==> run_1/zoom.png <==
Bar = 5 µm. Region (25, 39) to (45, 59) µm. Cells in grey, sequential cells in the stronger grey; small squares are vias.
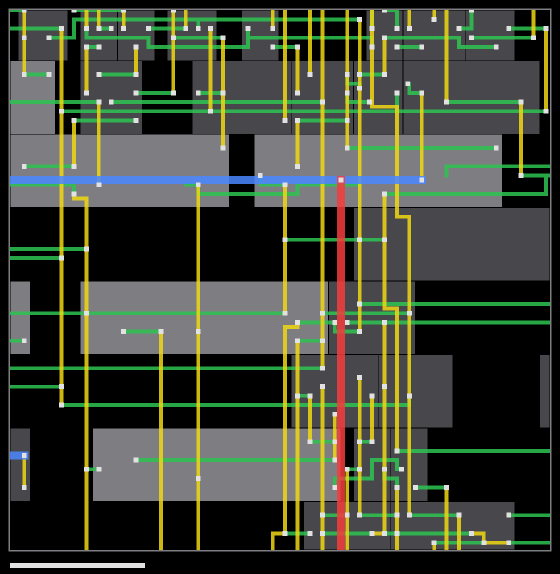
==> run_1/gate_families.png <==
Bar = 20 µm.
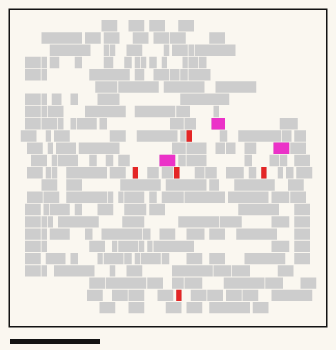
==> run_1/registers.png <==
Bar = 20 µm. Other sequential cells in the stronger grey, the rest of the logic in the fainter grey.
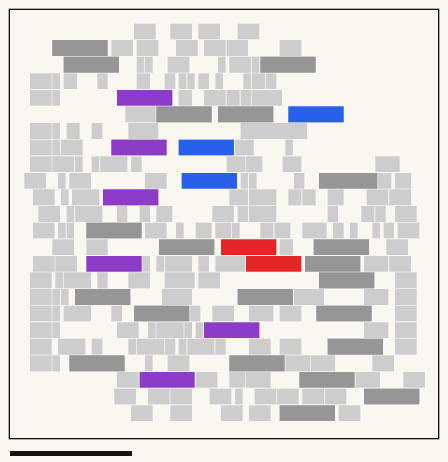
[src/rtl/ula_pkg.sv]
// ula_pkg: shared types and widths for the ULA arbiter slice.
//   ula_req_t   - one requester operation (operands, operacao, modo)
//   ula_rsp_t   - sampled ULA outputs returned to the winning requester
//   arb_state_t - sequencer states
package ula_pkg;

   localparam int ULA_W = 6;
   localparam int OP_W  = 3;

   typedef struct packed {
      logic [ULA_W-1:0] a;
      logic [ULA_W-1:0] b;
      logic [OP_W-1:0]  op;
      logic             modo;
   } ula_req_t;

   typedef struct packed {
      logic [ULA_W-1:0] result;
      logic             overflow;
      logic             zero;
   } ula_rsp_t;

   typedef enum logic [1:0] {
      IDLE = 2'd0,
      RUN  = 2'd1,
      RESP = 2'd2
   } arb_state_t;

endpackage

[src/rtl/rr_arbiter2.sv]
// rr_arbiter2: combinational two-way round-robin grant.
//   valid[1:0]  in  requester valids
//   last_grant  in  index of the requester served most recently
//   grant[1:0]  out one-hot grant (all zero when nobody is valid)
// A lone requester always wins; on contention the requester that was
// not served last wins, so continuous contention alternates strictly.
module rr_arbiter2 (
   input  logic [1:0] valid,
   input  logic       last_grant,
   output logic [1:0] grant
);

   always_comb begin
      grant = 2'b00;
      case (valid)
         2'b01:   grant = 2'b01;
         2'b10:   grant = 2'b10;
         2'b11:   grant = last_grant ? 2'b01 : 2'b10;
         default: grant = 2'b00;
      endcase
   end

endmodule

[src/rtl/ula_arbiter.sv]
// ula_arbiter: round-robin arbiter and sequencer in front of a single ULA.
//   CLOCK_50 / reset          clock, asynchronous active-high reset
//   reqN_valid/ready          valid/ready handshake per requester (N = 0,1)
//   reqN_a/b/op/modo          operation payload per requester
//   respN_valid               one-cycle pulse marking whose response is on resp_*
//   resp_result/overflow/zero sampled ULA outputs, held until the next sample
//   alu_a/b/op/modo           registered operands/control driven to the ULA
//   alu_resultado/overflow/zero  ULA outputs
//   busy                      high whenever the sequencer is not IDLE
// Sequence per operation: IDLE (transfer) -> RUN for ALU_LAT+1 cycles ->
// RESP (pulse) -> IDLE, i.e. one operation every ALU_LAT+3 cycles.
module ula_arbiter
   import ula_pkg::*;
#(
   parameter int ALU_LAT = 3
) (
   input  logic             CLOCK_50,
   input  logic             reset,
   input  logic             req0_valid,
   output logic             req0_ready,
   input  logic [ULA_W-1:0] req0_a,
   input  logic [ULA_W-1:0] req0_b,
   input  logic [OP_W-1:0]  req0_op,
   input  logic             req0_modo,
   input  logic             req1_valid,
   output logic             req1_ready,
   input  logic [ULA_W-1:0] req1_a,
   input  logic [ULA_W-1:0] req1_b,
   input  logic [OP_W-1:0]  req1_op,
   input  logic             req1_modo,
   output logic             resp0_valid,
   output logic             resp1_valid,
   output logic [ULA_W-1:0] resp_result,
   output logic             resp_overflow,
   output logic             resp_zero,
   output logic [ULA_W-1:0] alu_a,
   output logic [ULA_W-1:0] alu_b,
   output logic [OP_W-1:0]  alu_op,
   output logic             alu_modo,
   input  logic [ULA_W-1:0] alu_resultado,
   input  logic             alu_overflow,
   input  logic             alu_zero,
   output logic             busy
);

   localparam int CNT_W = 3;

   arb_state_t       state, state_next;
   logic [CNT_W-1:0] cnt;
   logic             last_grant;
   logic [1:0]       grant;
   logic             xfer;
   ula_req_t         req0, req1, sel_req, alu_q;
   ula_rsp_t         rsp_q;

   assign req0 = '{a: req0_a, b: req0_b, op: req0_op, modo: req0_modo};
   assign req1 = '{a: req1_a, b: req1_b, op: req1_op, modo: req1_modo};

   rr_arbiter2 u_rr (
      .valid      ({req1_valid, req0_valid}),
      .last_grant (last_grant),
      .grant      (grant)
   );

   // Ready is only offered in IDLE, so a grant outside IDLE never transfers.
   assign req0_ready = (state == IDLE) & grant[0];
   assign req1_ready = (state == IDLE) & grant[1];
   assign xfer       = req0_ready | req1_ready;
   assign sel_req    = grant[1] ? req1 : req0;

   always_ff @(posedge CLOCK_50 or posedge reset) begin
      if (reset) state <= IDLE;
      else       state <= state_next;
   end

   always_comb begin
      state_next = state;
      case (state)
         IDLE:    if (xfer) state_next = RUN;
         RUN:     if (cnt == '0) state_next = RESP;
         RESP:    state_next = IDLE;
         default: state_next = IDLE;
      endcase
   end

   // Datapath: operand latch, wait counter, response sample and pulse.
   // cnt starts at ALU_LAT so RUN lasts ALU_LAT+1 cycles; the sample is
   // taken on the cycle where cnt has reached zero.
   always_ff @(posedge CLOCK_50 or posedge reset) begin
      if (reset) begin
         alu_q       <= '0;
         rsp_q       <= '0;
         cnt         <= '0;
         last_grant  <= 1'b1;
         resp0_valid <= 1'b0;
         resp1_valid <= 1'b0;
      end else begin
         resp0_valid <= 1'b0;
         resp1_valid <= 1'b0;
         case (state)
            IDLE: begin
               if (xfer) begin
                  alu_q      <= sel_req;
                  last_grant <= grant[1];
                  cnt        <= CNT_W'(ALU_LAT);
               end
            end
            RUN: begin
               if (cnt != '0) begin
                  cnt <= cnt - 1'b1;
               end else begin
                  rsp_q       <= '{result: alu_resultado, overflow: alu_overflow,
                                   zero: alu_zero};
                  resp0_valid <= ~last_grant;
                  resp1_valid <= last_grant;
               end
            end
            default: ;
         endcase
      end
   end

   assign alu_a         = alu_q.a;
   assign alu_b         = alu_q.b;
   assign alu_op        = alu_q.op;
   assign alu_modo      = alu_q.modo;
   assign resp_result   = rsp_q.result;
   assign resp_overflow = rsp_q.overflow;
   assign resp_zero     = rsp_q.zero;
   assign busy          = (state != IDLE);

endmodule

[config.mk]
export PLATFORM = sky130hd
export DESIGN_NAME = ula_arbiter
export DESIGN_NICKNAME = d
export VERILOG_FILES = /design/src/rtl/ula_pkg.sv /design/src/rtl/rr_arbiter2.sv /design/src/rtl/ula_arbiter.sv
export SDC_FILE = /design/constraint.sdc
export NUM_CORES = 1
export LEC_CHECK = 0
export ABC_CLOCK_PERIOD_IN_PS = 2500
export CORE_MARGIN = 2
export CORE_UTILIZATION = 35
export DETAILED_ROUTE_END_ITERATION = 10
export MAX_ROUTING_LAYER = met4
export PLACE_DENSITY = 0.7
export SYNTH_ARGS = -nofsm -noshare
export SYNTH_HDL_FRONTEND = slang
export SYNTH_SLANG_ARGS = --single-unit
export TNS_END_PERCENT = 10
[constraint.sdc]
create_clock -name CLOCK_50 -period 2.5 [get_ports CLOCK_50]
set_input_delay 0.5 -clock CLOCK_50 [delete_from_list [all_inputs] [get_ports CLOCK_50]]
set_output_delay 0.5 -clock CLOCK_50 [all_outputs]
set_load 0.01 [all_outputs]
==> run notes, run 1 <==
Reports from this run.

- The run finished with clean final reports.
- The violation count after the first detailed-routing iteration is 58.
- The group drawing the most power reads combinational logic.
- The CTS tree reads yes.
- The cell class contributing the biggest share of worst-path delay reads buffers and inverters.
- The power share of the combinational group is 0.486.
- The critical path starts at req0_valid.
- The number of distinct standard cells referenced by the synthesized netlist is 27.
- Counting plain and timing-repair buffers in the layout gives 79.
- The worst hold path class is reg -> reg.
- The worst endpoint data arrival time reads 1.88 ns.
- The power dissipated by switching net loads reads 0.932 mW.
- The number of buffers inserted by port buffering is 72.
- According to the cell report, flip-flops and latches in the layout number 32.
- The number of buffers and inverters on the critical path reads 2.
- The number of warnings the tools reported reads 27.
- The leading area contributor after synthesis reads sky130_fd_sc_hd__dfrtp_1.
- The first-pass GRT wire length reads 6290 µm.
- The highest ir drop seen on vdd is 482 µV.
- The number of enable flip-flop cells reads 0.
- Max fanout on the critical path was recorded as 5.
- The area share of xor/xnor cells in the synthesized design reads 0.
- The report counts max-capacitance violations totalling 0.
- Yosys instantiated no cell more often than sky130_fd_sc_hd__nand2_1.
- The cell total in the yosys stat output reads 145.
- The multi-input gate count is 99.
- The highest attainable clock frequency is 420 MHz.
- The master of the slowest instance on the critical path reads sky130_fd_sc_hd__clkdlybuf4s50_1.
- The worst register-to-register path begins at cnt[0].
- According to the tapcell log, the count of inserted taps is 52.
- The root buffer cell is sky130_fd_sc_hd__clkbuf_8.
- The yosys warning tally reads 0.
- The met2 track utilization from global routing reads 0.260.
- The initial core utilization reads 0.357.
- The async set or reset register ratio after synthesis reads 1.00.
- The die extent in y reads 70.2 µm.
- The cell count after placement is 267.
- The top layer used by detailed routing reads met4.
- The depth of the critical timing path with buffers and inverters included reads 4.
- The number of global-route vias before repair is 1349.
- The final weighted congestion in routability-driven placement reads 0.763.
- The clock group total power is 0.539 mW.
- The count of hold buffers inserted by post-cts repair reads 0.
- The total of clock buffers placed in the layout is 7.
- The I/O pin count reads 73.
- The static leakage power is 1.00 nW.
- The total overflow reported by the global router reads 0.
About zoom.png:
red -> met4
blue -> met3
green -> met1
yellow -> met2
netlist names of flops here include = alu_a (2), cnt (2)
cells with their middle in the window = 25
sequential cells in the window = 4
most frequent = a21oi_1 (4), nand2_1 (4), dfrtp_1 (4)

About gate_families.png:
magenta -> AND-OR and OR-AND gates  # cells 3
red -> inverters  # cells 5, where centre
dominant logic cell type in the layout: sky130_fd_sc_hd__clkdlybuf4s50_1
Finished Layout Cells: 275
proportion of cell area occupied by multi-input gates: 0.266

About registers.png:
purple -> alu_b  # flops 6
blue -> cnt  # flops 3
red -> state  # flops 2
fraction of the core area covered by cells at the end of the flow: 0.566
register share of the cell area: 0.330
Seq group: 0.908 mW
sequential cell area in the final layout: 802 µm²

==> run_1/metal_stack.png <==
Bar = 20 µm.
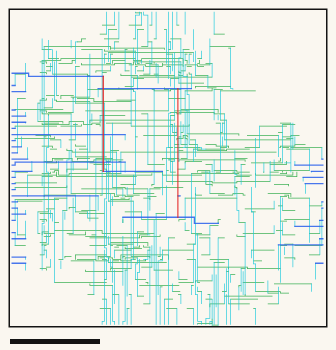

## Run 2: what changed since run 1
- CORE_MARGIN: 2 -> default
- SKIP_LAST_GASP: default -> 1
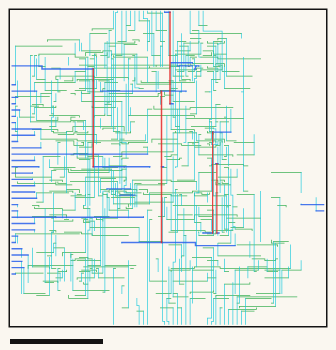
(run_2/metal_stack.png)
Bar = 20 µm.
cyan -> met2  # wire length 1840 µm
green -> met1  # wire length 1550 µm
red -> met4  # wire length 110 µm
blue -> met3  # wire length 252 µm
total wire length after detailed routing: 3750 µm
average wire per standard cell: 13.7 µm
aggregate global-route resource usage: 0.187
via count: 1365

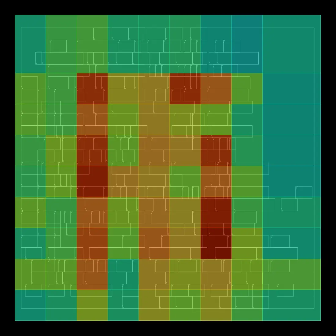
(run_2/final_congestion.png)
global routing's busiest layer: met2
met1 track utilization from global routing: 0.208
met2 track demand over resource: 0.292
met3 usage: 0.0700

==> run 2 against run 1 <==
Clock skew about the same. Critical path type unchanged. Largest cell class unchanged. Via count increased by 3.3%. Final cell count decreased by 0.73%. Non-clock buffer count unchanged. Sequential power increased by 2%. Combinational power about the same. Count of clock-buffer cells in the layout unchanged. Utilization increased by 2.8 points. Critical path depth unchanged.
==> run notes, run 2 <==
Reports from this run.

- Summed over all nets, wire length on met2 after detailed routing comes to 1840 µm.
- Counting buffers and inverters, the worst setup path is 4 cells deep.
- The final cell count without fillers reads 273.
- In this run, the synthesized area fraction spent on xor and xnor cells is recorded as 0.
- STA reports the tightest min-delay check as being of type reg -> reg.
- The transition time recorded at the tightest slew-check pin is 0.531 ns.
- The first element of the critical path is req0_valid.
- The clock network contribution to total cell area reads 0.0521.
- The group drawing the most power is combinational logic.
- The CTS tree is yes.
- The leading area contributor after synthesis is sky130_fd_sc_hd__dfrtp_1.
- The clock group total power reads 0.534 mW.
- The main logic family after synthesis is AND-OR/OR-AND gates.
- The I/O pin count reads 73.
- The die extent in y reads 68.2 µm.
- In the layout the tool counted multi-input logic cells amounting to 99.
- In this run, distinct cell masters in the synthesized netlist total 27.
- The power dissipated by switching net loads reads 0.949 mW.
- Warnings reported by Yosys during synthesis add up to 0.
- The worst endpoint data arrival time reads 1.87 ns.
- The initial core utilization reads 0.375.
- The first routing iteration left 36 violations.
- Yosys reported that registers with async set or reset make up 1.00.
- The number of global-route vias before repair is 1310.
- The register bit count reported by yosys is 32.
- The root buffer cell is sky130_fd_sc_hd__clkbuf_8.
- The cell total in the yosys stat output is 145.
- The share of the final layout cell area in multi-input gates reads 0.265.
- The top logic cell by instance count in the layout is sky130_fd_sc_hd__clkdlybuf4s50_1.
- For this run the top cell type by instance count after synthesis was sky130_fd_sc_hd__nand2_1.
- The number of warnings the tools reported is 27.
- The top layer used by detailed routing reads met4.
- Per report_power, the Sequential row totals 0.922 mW.
- Timing would allow up to 422 MHz.
- The number of buffers and inverters on the critical path reads 2.
- The first global-routing pass estimated 5970 µm of wire.
- In this design, the largest share of critical-path delay is due to buffers and inverters.
- The sequential standard cell area is 802 µm².
- The flow inserted 50 tap cells.
- STA puts the critical path data required time at 2.00 ns.
- Per the layout area report, the sequential fraction of cell area is 0.331.
- At the end of routability-driven placement, the weighted congestion stood at 0.822.
- The fraction of power spent switching nets is 0.335.
- The count of hold buffers inserted by post-cts repair is 0.
- Of the total power, combinational logic draws 0.486.
- The master of the slowest instance on the critical path reads sky130_fd_sc_hd__clkdlybuf4s50_1.
- The launch point of the worst reg-to-reg path reads state[0].
- Yosys mapped a number of flops with a built-in enable equal to 0.
- The run finished with clean final reports.
- The highest ir drop seen on vdd reads 490 µV.
- Looking at the critical path, the highest net fanout was 5.
- Counting every instance in the synthesized netlist gives 145.
- The number of buffers inserted by port buffering is 72.
- The count of maximum capacitance violations reads 0.
- The total of clock buffers placed in the layout reads 7.
- The number of setup buffers added after CTS is 0.
- Before any placement, the netlist area is recorded as 0.00153 mm².
- Recorded from the global router log, the overflow total was 0.
- The sequential cell count is 32.
- The number of antenna violations at the first check in global routing reads 0.
- Non-clock buffers in the final layout number 79.
- The post-layout instance area is 0.00243 mm².
Power is estimated from default activity; no workload was simulated.
